$ cat src/rtl/perm_cmd_scheduler_pkg.sv
// Shared types and constants for the permutation command scheduler.
// The tag field is sized for the widest supported TAGW; narrower tags are zero-extended.
package FHE_ALU_PKG;

    localparam int unsigned logN             = 16;
    localparam int unsigned logE             = 4;
    localparam int unsigned MIDMAX           = logN - 2 * logE;
    localparam int unsigned PERM_ARM_TIMEOUT = 4;
    localparam int unsigned PERM_TAG_MAXW    = 16;

    typedef enum logic [2:0] {
        PS_IDLE,
        PS_LAUNCH,
        PS_ARM,
        PS_RUN,
        PS_DONE
    } perm_state_e;

    typedef struct packed {
        logic                     op;
        logic [logN-logE-1:0]     base;
        logic [logE-1:0]          barrel_store;
        logic [logE-1:0]          barrel_load;
        logic [logE-1:0]          diff_logN;
        logic [PERM_TAG_MAXW-1:0] tag;
    } PermCmd;

endpackage

$ cat src/rtl/perm_cmd_scheduler_fifo.sv
// DEPTH-entry FIFO of PermCmd; head entry is read straight from the storage registers.
module perm_cmd_fifo
    import FHE_ALU_PKG::*;
#(
    parameter int unsigned DEPTH = 4
) (
    input  logic   clk,
    input  logic   rstn,
    input  logic   push_i,
    input  PermCmd data_i,
    input  logic   pop_i,
    output PermCmd data_o,
    output logic   full_o,
    output logic   empty_o
);

    localparam int unsigned AW = $clog2(DEPTH);

    PermCmd          mem_q [DEPTH];
    logic [AW-1:0]   wr_ptr_q;
    logic [AW-1:0]   rd_ptr_q;
    logic [AW:0]     count_q;
    logic            do_push;
    logic            do_pop;

    assign full_o  = (count_q == (AW+1)'(DEPTH));
    assign empty_o = (count_q == '0);
    assign do_push = push_i && !full_o;
    assign do_pop  = pop_i && !empty_o;
    assign data_o  = mem_q[rd_ptr_q];

    // Pointers wrap for free because DEPTH is a power of two.
    always_ff @(posedge clk) begin
        if (!rstn) begin
            wr_ptr_q <= '0;
            rd_ptr_q <= '0;
            count_q  <= '0;
        end else begin
            if (do_push) wr_ptr_q <= wr_ptr_q + 1'b1;
            if (do_pop)  rd_ptr_q <= rd_ptr_q + 1'b1;
            case ({do_push, do_pop})
                2'b10:   count_q <= count_q + 1'b1;
                2'b01:   count_q <= count_q - 1'b1;
                default: count_q <= count_q;
            endcase
        end
    end

    always_ff @(posedge clk) begin
        if (do_push) mem_q[wr_ptr_q] <= data_i;
    end

endmodule

$ cat src/rtl/perm_cmd_scheduler.sv
// Queues permutation commands and launches them one at a time on the permutation engine,
// watching its busy flag to report completion or a launch that never started.
module perm_cmd_scheduler
    import FHE_ALU_PKG::*;
#(
    parameter int unsigned DEPTH = 4,
    parameter int unsigned TAGW  = 4
) (
    input  logic                 clk,
    input  logic                 rstn,
    input  logic                 cmd_valid,
    output logic                 cmd_ready,
    input  logic                 cmd_op,
    input  logic [logN-logE-1:0] cmd_transpose_base,
    input  logic [logE-1:0]      cmd_barrel_store,
    input  logic [logE-1:0]      cmd_barrel_load,
    input  logic [logE-1:0]      cmd_diff_logN,
    input  logic [TAGW-1:0]      cmd_tag,
    output logic                 start_bitRev,
    output logic                 start_transpose,
    output logic [logN-logE-1:0] transpose_base,
    output logic [logE-1:0]      barrel_store,
    output logic [logE-1:0]      barrel_load,
    output logic [logE-1:0]      diff_logN,
    input  logic                 bitRev_working,
    output logic                 done_valid,
    output logic [TAGW-1:0]      done_tag,
    output logic                 cmd_err,
    output logic                 busy
);

    PermCmd               cmd_in;
    PermCmd               head;
    logic                 full;
    logic                 empty;
    logic                 accept;
    logic                 cmd_ok;
    logic                 push;
    logic                 pop;
    logic                 arm_timeout;

    perm_state_e          state_q, state_d;
    logic [2:0]           tmr_q;
    logic                 op_q;
    logic [TAGW-1:0]      tag_q;
    logic [logN-logE-1:0] base_q;
    logic [logE-1:0]      bs_q;
    logic [logE-1:0]      bl_q;
    logic [logE-1:0]      diff_q;
    logic                 err_q;

    always_comb begin
        cmd_in              = '0;
        cmd_in.op           = cmd_op;
        cmd_in.base         = cmd_transpose_base;
        cmd_in.barrel_store = cmd_barrel_store;
        cmd_in.barrel_load  = cmd_barrel_load;
        cmd_in.diff_logN    = cmd_diff_logN;
        cmd_in.tag          = PERM_TAG_MAXW'(cmd_tag);
    end

    // Out-of-range commands complete the handshake but are dropped and flagged.
    assign accept = cmd_valid && !full;
    assign cmd_ok = (cmd_diff_logN <= logE'(MIDMAX));
    assign push   = accept && cmd_ok;

    perm_cmd_fifo #(.DEPTH(DEPTH)) u_fifo (
        .clk     (clk),
        .rstn    (rstn),
        .push_i  (push),
        .data_i  (cmd_in),
        .pop_i   (pop),
        .data_o  (head),
        .full_o  (full),
        .empty_o (empty)
    );

    if (TAGW < PERM_TAG_MAXW) begin : g_tag_pad
        logic unused_tag_hi;
        assign unused_tag_hi = |head.tag[PERM_TAG_MAXW-1:TAGW];
    end

    always_comb begin
        state_d     = state_q;
        pop         = 1'b0;
        arm_timeout = 1'b0;
        case (state_q)
            PS_IDLE: begin
                if (!empty && !bitRev_working) begin
                    pop     = 1'b1;
                    state_d = PS_LAUNCH;
                end
            end
            PS_LAUNCH: state_d = PS_ARM;
            PS_ARM: begin
                if (bitRev_working) begin
                    state_d = PS_RUN;
                end else if (tmr_q == 3'(PERM_ARM_TIMEOUT - 1)) begin
                    arm_timeout = 1'b1;
                    state_d     = PS_DONE;
                end
            end
            PS_RUN: begin
                if (!bitRev_working) state_d = PS_DONE;
            end
            PS_DONE: state_d = PS_IDLE;
            default: state_d = PS_IDLE;
        endcase
    end

    always_ff @(posedge clk) begin
        if (!rstn) begin
            state_q <= PS_IDLE;
            tmr_q   <= '0;
            op_q    <= 1'b0;
            tag_q   <= '0;
            base_q  <= '0;
            bs_q    <= '0;
            bl_q    <= '0;
            diff_q  <= '0;
            err_q   <= 1'b0;
        end else begin
            state_q <= state_d;
            err_q   <= arm_timeout || (accept && !cmd_ok);
            if (state_q == PS_LAUNCH)   tmr_q <= '0;
            else if (state_q == PS_ARM) tmr_q <= tmr_q + 3'd1;
            if (pop) begin
                op_q   <= head.op;
                tag_q  <= head.tag[TAGW-1:0];
                base_q <= head.base;
                bs_q   <= head.barrel_store;
                bl_q   <= head.barrel_load;
                diff_q <= head.diff_logN;
            end
        end
    end

    assign cmd_ready       = !full;
    assign busy            = !empty || (state_q != PS_IDLE);
    assign start_bitRev    = (state_q == PS_LAUNCH) && !op_q;
    assign start_transpose = (state_q == PS_LAUNCH) && op_q;
    assign done_valid      = (state_q == PS_DONE);
    assign done_tag        = tag_q;
    assign cmd_err         = err_q;
    assign transpose_base  = base_q;
    assign barrel_store    = bs_q;
    assign barrel_load     = bl_q;
    assign diff_logN       = diff_q;

endmodule
$ cat config.mk
export PLATFORM = sky130hd
export DESIGN_NAME = perm_cmd_scheduler
export DESIGN_NICKNAME = d
export VERILOG_FILES = /design/src/rtl/perm_cmd_scheduler_pkg.sv /design/src/rtl/perm_cmd_scheduler_fifo.sv /design/src/rtl/perm_cmd_scheduler.sv
export SDC_FILE = /design/constraint.sdc
export NUM_CORES = 1
export LEC_CHECK = 0
export ABC_AREA = 1
export CORE_UTILIZATION = 45
export CTS_CLUSTER_SIZE = 20
export DETAILED_ROUTE_END_ITERATION = 6
export PLACE_DENSITY = 0.66
export SYNTH_ARGS = -nofsm -noshare
export SYNTH_HDL_FRONTEND = slang
export SYNTH_SLANG_ARGS = --single-unit
$ cat constraint.sdc
create_clock -name clk -period 4.9 [get_ports clk]
set_clock_uncertainty 0.1 [all_clocks]
set_input_delay 0.98 -clock clk [delete_from_list [all_inputs] [get_ports clk]]
set_output_delay 0.98 -clock clk [all_outputs]
set_load 0.02 [all_outputs]
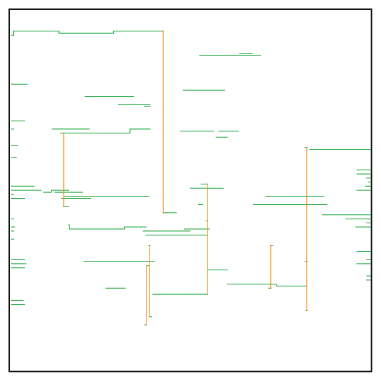
(images/metal_stack.png)
Drawn at 3 px/µm. Two of the layers only.
legend:
  green:
    layer: met3
    wire_length: 604 µm
  orange:
    layer: met4
    wire_length: 234 µm
WL/cell: 15.2 µm
total track usage: 19.5%
DRT Wirelength: 12700 µm

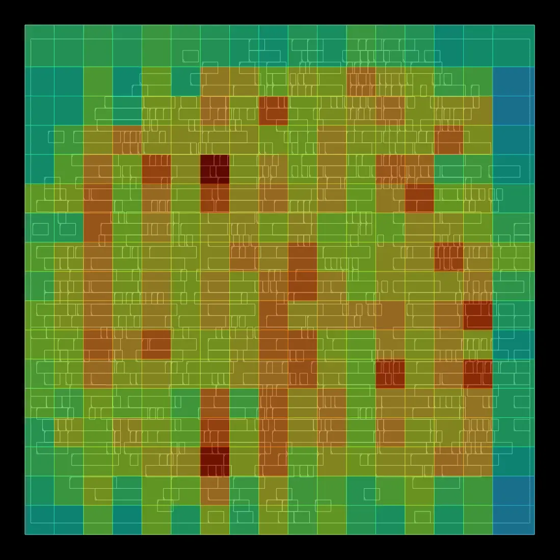
(images/final_congestion.png)
met3 usage: 4.53%
met1 usage: 23.4%

==> CHANGELOG.md <==
### Changed

- Count leader, synth: nor2_1
- Synth Area in Compound Gates: roughly 8.4%
- Yosys cell count: 587
- Synth Area per Inst: approximately 11 µm²
- Clock sink count: around 160
- GR Util met2: between 30% and 40%
- Outcome: finished clean
- Adder Area Share: under 10%
- Met3 WL: approximately 600 µm
- Setup Buffers After CTS: 0
- Dpl ws: roughly 1400 ps
- Max-area cell share: 55.3%
- Seq share, synth: about 69%
- Crit path kind: in -> reg
- Hold WS: between 300 and 400 ps
- Clk power: 1.51 mW
- Synth mux share: 0%
- Final net count: just under 700
- Worst hold start: tmr_q[1]
- WP buf/inv: 2
- XORs/XNORs by Area: 0.278%
- Logic share of the area: 22.1%
- Final WS setup: about 1800 ps
- R2r startpoint: u_fifo.rd_ptr_q[0]
- Met1 WL: 5460 µm
- Setup_tns: 0 ps
- Register bit total from synthesis: approximately 160
- Worst-path maximum fanout: 7
- Latency at later pin: ~420 ps
- Crit-path most repeated cell: nand2_1
- Endpoints failing setup: 0
- Leak: around 2.9 nW
- Most flop-heavy register: u_fifo.mem_q
Power and IR drop assume default switching activity.
